==> run_1/power_grid.png <==
Scale: 4 px per um. Pins as bars on the die edge.
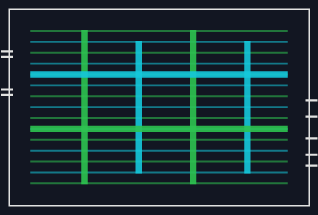
==> run_1/placement_by_type.png <==
Scale: 4 px per um. Fill, decap, tap and diode cells in gray.
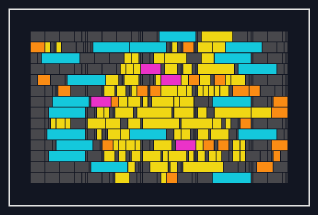
==> run_1/clk_routes.png <==
Scale: 8 px per um.
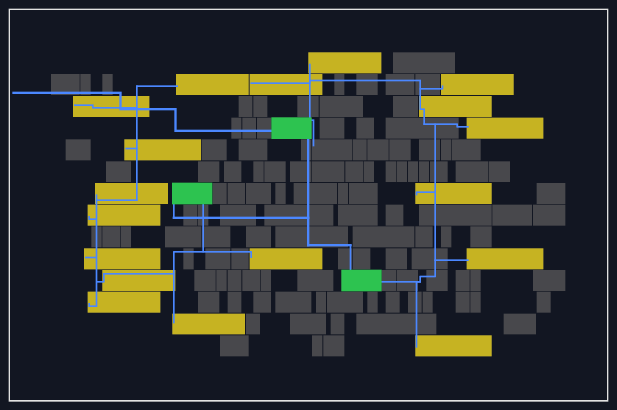
<file path="config.mk">
export PLATFORM = sky130hd
export DESIGN_NAME = reset_release_sequencer
export DESIGN_NICKNAME = d
export VERILOG_FILES = /design/src/rtl/reset_seq_pkg.sv /design/src/rtl/reset_sync.sv /design/src/rtl/reset_release_sequencer.sv
export SDC_FILE = /design/constraint.sdc
export NUM_CORES = 1
export LEC_CHECK = 0
export CELL_PAD_IN_SITES_DETAIL_PLACEMENT = 0
export CELL_PAD_IN_SITES_GLOBAL_PLACEMENT = 1
export CORE_ASPECT_RATIO = 0.6
export CORE_MARGIN = 5
export CORE_UTILIZATION = 43
export CTS_CLUSTER_DIAMETER = 150
export DETAILED_ROUTE_END_ITERATION = 10
export GPL_TIMING_DRIVEN = 0
export HOLD_SLACK_MARGIN = 0.12
export PLACE_DENSITY = 0.79
export SETUP_SLACK_MARGIN = 0.15
export SLEW_MARGIN = 20
export SYNTH_ARGS = -nofsm -noshare
export SYNTH_HDL_FRONTEND = slang
export SYNTH_SLANG_ARGS = --single-unit
</file>
<file path="constraint.sdc">
create_clock -name clk -period 1.86 [get_ports clk]
set_input_delay 0.465 -clock clk [delete_from_list [all_inputs] [get_ports clk]]
set_output_delay 0.465 -clock clk [all_outputs]
set_load 0.05 [all_outputs]
</file>
<file path="src/rtl/reset_seq_pkg.sv">
// Shared types and elaboration-time helpers for the reset release sequencer
// and its synchronizer.
package reset_seq_pkg;

  typedef enum logic [1:0] {
    SYNC    = 2'd0,
    HOLD    = 2'd1,
    RELEASE = 2'd2,
    RUN     = 2'd3
  } seq_state_e;

  // Wide enough to hold the larger of the two intervals without wrapping.
  function automatic int cnt_width(input int hold_cycles, input int stage_gap);
    int m;
    m = (hold_cycles > stage_gap) ? hold_cycles : stage_gap;
    return $clog2(m + 1);
  endfunction

  function automatic int idx_width(input int num_domains);
    return (num_domains > 1) ? $clog2(num_domains) : 1;
  endfunction

  function automatic bit params_legal(input int sync_stages, input int hold_cycles,
                                      input int num_domains, input int stage_gap);
    return (sync_stages >= 2) && (hold_cycles >= 1) &&
           (num_domains >= 1) && (stage_gap >= 1);
  endfunction

endpackage

</file>
<file path="src/rtl/reset_sync.sv">
// Async-assert, sync-deassert reset synchronizer; output follows reset
// immediately and releases SYNC_STAGES edges after reset falls.
module reset_sync
  import reset_seq_pkg::*;
#(
  parameter int SYNC_STAGES = 2
) (
  input  logic clk,
  input  logic reset,
  output logic sync_rst
);

  if (SYNC_STAGES < 2) begin : g_param_check
    $fatal(1, "reset_sync: SYNC_STAGES must be at least 2");
  end

  logic [SYNC_STAGES-1:0] chain_q;
  logic [SYNC_STAGES-1:0] chain_d;

  always_comb begin
    chain_d = {chain_q[SYNC_STAGES-2:0], 1'b0};
  end

  always_ff @(posedge clk or posedge reset) begin
    if (reset) begin
      chain_q <= '1;
    end else begin
      chain_q <= chain_d;
    end
  end

  assign sync_rst = chain_q[SYNC_STAGES-1];

endmodule

</file>
<file path="src/rtl/reset_release_sequencer.sv">
// Turns the board reset into per-domain resets that assert asynchronously and
// release synchronously, after a hold interval, one domain at a time.
//
// state   | meaning
// SYNC    | waiting for the synchronized board reset to release
// HOLD    | all domains held, counting HOLD_CYCLES (restarted by soft_req)
// RELEASE | one domain released every STAGE_GAP cycles, ascending index
// RUN     | all domains released
module reset_release_sequencer
  import reset_seq_pkg::*;
#(
  parameter int SYNC_STAGES = 2,
  parameter int HOLD_CYCLES = 16,
  parameter int NUM_DOMAINS = 4,
  parameter int STAGE_GAP   = 4
) (
  input  logic                   clk,
  input  logic                   reset,
  input  logic                   soft_req,
  output logic [NUM_DOMAINS-1:0] rst_out,
  output logic                   ready,
  output logic                   busy
);

  localparam int CNT_W = cnt_width(HOLD_CYCLES, STAGE_GAP);
  localparam int IDX_W = idx_width(NUM_DOMAINS);

  localparam logic [CNT_W-1:0]       HOLD_LAST = CNT_W'(HOLD_CYCLES - 1);
  localparam logic [CNT_W-1:0]       GAP_LAST  = CNT_W'(STAGE_GAP - 1);
  localparam logic [CNT_W-1:0]       CNT_MAX   = '1;
  localparam logic [IDX_W-1:0]       IDX_LAST  = IDX_W'(NUM_DOMAINS - 1);
  localparam logic [NUM_DOMAINS-1:0] DOM_ONE   = NUM_DOMAINS'(1);

  if (!params_legal(SYNC_STAGES, HOLD_CYCLES, NUM_DOMAINS, STAGE_GAP)) begin : g_param_check
    $fatal(1, "reset_release_sequencer: illegal parameter combination");
  end

  seq_state_e             state_q, state_d;
  logic [CNT_W-1:0]       cnt_q, cnt_d, cnt_inc;
  logic [IDX_W-1:0]       idx_q, idx_d;
  logic [NUM_DOMAINS-1:0] rst_q, rst_d;
  logic                   ready_q, ready_d;
  logic                   busy_q, busy_d;
  logic                   soft_q, soft_d;
  logic                   sync_rst;

  reset_sync #(
    .SYNC_STAGES(SYNC_STAGES)
  ) u_reset_sync (
    .clk     (clk),
    .reset   (reset),
    .sync_rst(sync_rst)
  );

  assign cnt_inc = (cnt_q == CNT_MAX) ? cnt_q : cnt_q + 1'b1;

  always_comb begin
    state_d = state_q;
    cnt_d   = cnt_q;
    idx_d   = idx_q;
    rst_d   = rst_q;
    soft_d  = 1'b0;

    if (soft_req && (state_q != SYNC)) begin
      state_d = HOLD;
      cnt_d   = '0;
      idx_d   = '0;
      rst_d   = '1;
      soft_d  = 1'b1;
    end else begin
      case (state_q)
        SYNC: begin
          if (!sync_rst) begin
            state_d = HOLD;
            cnt_d   = '0;
          end
        end
        HOLD: begin
          // The first edge after soft_req drops plays the role of HOLD entry.
          if (soft_q) begin
            cnt_d = '0;
          end else if (cnt_q == HOLD_LAST) begin
            cnt_d    = '0;
            rst_d[0] = 1'b0;
            if (NUM_DOMAINS == 1) begin
              state_d = RUN;
            end else begin
              state_d = RELEASE;
              idx_d   = IDX_W'(1);
            end
          end else begin
            cnt_d = cnt_inc;
          end
        end
        RELEASE: begin
          if (cnt_q == GAP_LAST) begin
            cnt_d = '0;
            rst_d = rst_q & ~(DOM_ONE << idx_q);
            if (idx_q == IDX_LAST) begin
              state_d = RUN;
            end else begin
              idx_d = idx_q + 1'b1;
            end
          end else begin
            cnt_d = cnt_inc;
          end
        end
        RUN: begin
          rst_d = '0;
        end
        default: begin
          state_d = SYNC;
          cnt_d   = '0;
          idx_d   = '0;
          rst_d   = '1;
        end
      endcase
    end

    // ready follows a full cycle in RUN; busy covers the handoff edge so the
    // two never drop out together.
    ready_d = (state_q == RUN) && (state_d == RUN);
    busy_d  = (state_d != SYNC) && !ready_d;
  end

  always_ff @(posedge clk or posedge reset) begin
    if (reset) begin
      state_q <= SYNC;
      cnt_q   <= '0;
      idx_q   <= '0;
      rst_q   <= '1;
      ready_q <= 1'b0;
      busy_q  <= 1'b0;
      soft_q  <= 1'b0;
    end else begin
      state_q <= state_d;
      cnt_q   <= cnt_d;
      idx_q   <= idx_d;
      rst_q   <= rst_d;
      ready_q <= ready_d;
      busy_q  <= busy_d;
      soft_q  <= soft_d;
    end
  end

  assign rst_out = rst_q;
  assign ready   = ready_q;
  assign busy    = busy_q;

endmodule
</file>
==> results.py, run 1 <==
# Physical implementation metrics
metrics = {
    "outcome": {
        "status": "complete, no violations",
    },
    "die": {
        "tapCellCount": 32,
        "dieArea_um2": 3640,
    },
    "synth": {
        "yosys-stat-cells": 113,
        "ys_top_logic_family": "simple AND/OR/NAND/NOR gates",
        "mux_share_pct": 0.929,
        "simple_gate_share_pct": 20.6,
        "yosysUniqueCellTypes": 39,
        "top_cell": "dfrtp_1",
        "ys_area_um2": 1080,
        "top_area_cell": "dfrtp_1",
        "ys_warn_count": 0,
        "ys.flops": 18,
    },
    "critical_path": {
        "arrival_ns": 1.94,
        "worstPathCellList": "inv_2 -> ha_2 -> clkbuf_4 -> nor4_1 -> nor2_1 -> o41ai_4 -> a31oi_1",
        "r2r_slack_ns": 0.11,
    },
    "cells_and_area": {
        "utilization_pct": 59.9,
        "clock_area_share_pct": 3.74,
        "num-nonclk-buffers": 21,
        "comb_area_share_pct": 48.3,
        "num-nets-final": 149,
        "top_register": "cnt_q",
        "nFillCells": 212,
        "nonClkBufAreaFrac_pct": 11.9,
        "largest_reg_flops": 5,
    },
    "power": {
        "p_sw_mw": 0.683,
        "comb-power_mw": 0.880,
        "maxPowerGroup": "combinational logic",
        "combPwrFrac_pct": 50.9,
        "powerDensity_nw_per_um2": 1180,
    },
    "min_path": {
        "hp-start": "u_reset_sync.chain_q[0]$_DFF_PP1_",
    },
    "sta": {
        "setup_ws_ns": 0.106,
        "maxSlewViolCount": 0,
    },
    "routing": {
        "dr_wl_met3_um": 196,
        "wire_per_inst_um": 17.2,
        "wl_met2_mm": 1.27,
        "top_layer_used": "met4",
    },
    "grt": {
        "grt_pass1_vias": 818,
        "grt_max_degree": 19,
    },
    "clock_network": {
        "numCtsBuffers": 3,
    },
    "placement": {
        "pre_cts_slack_ns": -0.0749,
        "gp_congestion": 0.904,
    },
}
-- power_grid.png (at the start) --
[cyan] VDD
[green] VSS
signal pins: 9
met4 straps: 4
met5 straps: 2
Chip Width: 74.6 um
CORE AREA: 2450 um^2
Peak VDD IR: 0.000543 V

-- placement_by_type.png (at the start) --
[yellow] combinational and other logic | cells: 92 | share of their area: 52%
[orange] remaining buffers and delay cells | cells: 21 | share of their area: 12%
[cyan] sequential cells | cells: 18 | share of their area: 32%
[magenta] clock drivers and dummy loads | cells: 4 | share of their area: 3.8%
std cell rows: 14
flop share of the area: 31.2%
post-route cell area: 1470 um^2

-- clk_routes.png (at the start) --
[green] clock drivers | count: 3
[blue] clock wires | length: 261 um
[yellow] flip-flops | count: 18
routed clock nets: 4
Setup Skew: 0.00268 ns
part of the power in the clock network: 19.2%

==> run_1/wires.png <==
Scale: 4 px per um. Two of the layers only.
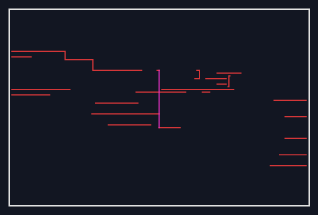

==> inputs of run 2 (changes only) <==
--- a/config.mk
+++ b/config.mk
@@ -9,12 +9,12 @@
 export CELL_PAD_IN_SITES_GLOBAL_PLACEMENT = 1
 export CORE_ASPECT_RATIO = 0.6
 export CORE_MARGIN = 5
-export CORE_UTILIZATION = 43
+export CORE_UTILIZATION = 35
 export CTS_CLUSTER_DIAMETER = 150
 export DETAILED_ROUTE_END_ITERATION = 10
 export GPL_TIMING_DRIVEN = 0
 export HOLD_SLACK_MARGIN = 0.12
-export PLACE_DENSITY = 0.79
+export PLACE_DENSITY = 0.67
 export SETUP_SLACK_MARGIN = 0.15
 export SLEW_MARGIN = 20
 export SYNTH_ARGS = -nofsm -noshare
==> run_2/wires.png <==
Scale: 4 px per um. Two of the layers only.
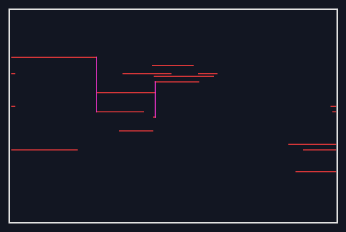
[red] metal 3 | wire length: 157 um
[magenta] metal 4 | wire length: 22.4 um
Routed WL: 2.52 mm
WL/cell: 14.4 um

==> run_2/clk_routes.png <==
Scale: 6 px per um.
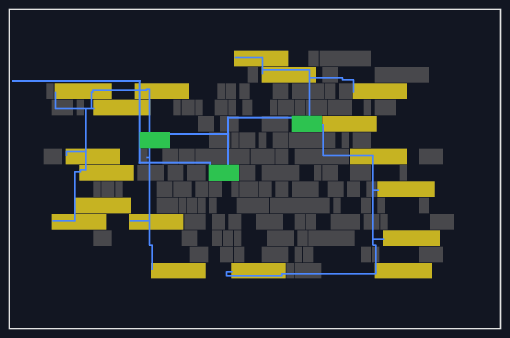
[green] clock drivers | count: 3
[yellow] flip-flops | count: 18
[blue] clock wires | length: 273 um
routed clock nets: 4
Setup Skew: 0.00450 ns
part of the power in the clock network: 17.4%
clock latency on the worst-skew pair: 0.26 ns
P_clk: 0.284 mW

==> run_2/placement_by_type.png <==
Scale: 3 px per um. Fill, decap, tap and diode cells in gray.
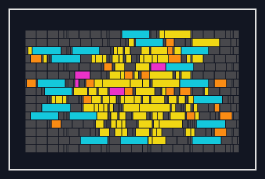
[magenta] clock drivers and dummy loads | cells: 4 | share of their area: 3.2%
[cyan] sequential cells | cells: 18 | share of their area: 33%
[yellow] combinational and other logic | cells: 92 | share of their area: 53%
[orange] remaining buffers and delay cells | cells: 19 | share of their area: 11%
final core occ: 50.1%
post-route cell area: 1460 um^2
flop share of the area: 31.5%
CORE AREA: 2910 um^2

==> results.py, run 2 <==
# Physical implementation metrics
metrics = {
    "sta": {
        "maxSlewViolCount": 0,
        "setup_ws_ns": 0.159,
        "rsz0062_at_grt": "true",
    },
    "critical_path": {
        "r2r_end": "cnt_q[1]$_DFFE_PP0P_",
        "critical_path_class": "reg -> reg",
        "arrival_ns": 1.84,
        "worstPathCellList": "inv_2 -> ha_4 -> buf_6 -> nor4_4 -> a221o_1 -> mux2i_1 -> nor2_1",
        "r2r_slack_ns": 0.16,
    },
    "placement": {
        "pre_cts_slack_ns": -0.0835,
        "dp.cells": 163,
        "dp_hpwl_mm": 1.68,
        "gp_congestion": 0.823,
    },
    "cells_and_area": {
        "num-nets-final": 147,
        "top_register": "cnt_q",
        "nonClkBufAreaFrac_pct": 11.0,
        "comb_area_share_pct": 48.8,
        "num-nonclk-buffers": 19,
        "nFillCells": 260,
        "clock_area_share_pct": 3.09,
        "largest_reg_flops": 5,
        "seq_cell_count": 18,
        "nMultiInputCombCells": 84,
    },
    "synth": {
        "ys.flops": 18,
        "top_cell": "dfrtp_1",
        "top_area_cell": "dfrtp_1",
        "simple_gate_share_pct": 20.6,
        "yosysUniqueCellTypes": 39,
        "mux_share_pct": 0.929,
        "synth_async_sr_flop_share_pct": 100,
        "ys_area_um2": 1080,
        "yosys-stat-cells": 113,
        "ys_warn_count": 0,
        "ys_top_logic_family": "simple AND/OR/NAND/NOR gates",
    },
    "min_path": {
        "hp-start": "u_reset_sync.chain_q[0]$_DFF_PP1_",
    },
    "power": {
        "comb-power_mw": 0.842,
        "powerDensity_nw_per_um2": 1120,
        "p_sw_mw": 0.630,
        "maxPowerGroup": "combinational logic",
        "combPwrFrac_pct": 51.5,
        "ir_worst_vdd_v": 0.000649,
    },
    "routing": {
        "drtPass1Iterations": 4,
        "top_layer_used": "met4",
        "wl_met2_mm": 1.01,
        "dr_wl_met3_um": 157,
    },
    "die": {
        "die_y_um": 53.0,
        "rows": 15,
        "tapCellCount": 42,
        "die-width_um": 81.6,
        "dieArea_um2": 4320,
    },
    "grt": {
        "grt_max_degree": 19,
        "grt_pass1_vias": 855,
        "busiest_layer": "met1",
    },
    "clock_network": {
        "numCtsBuffers": 3,
        "cts_root_buf": "clkbuf_8",
    },
    "outcome": {
        "status": "complete, no violations",
    },
}
No activity file was given, so power comes from the tool's default toggle rates.
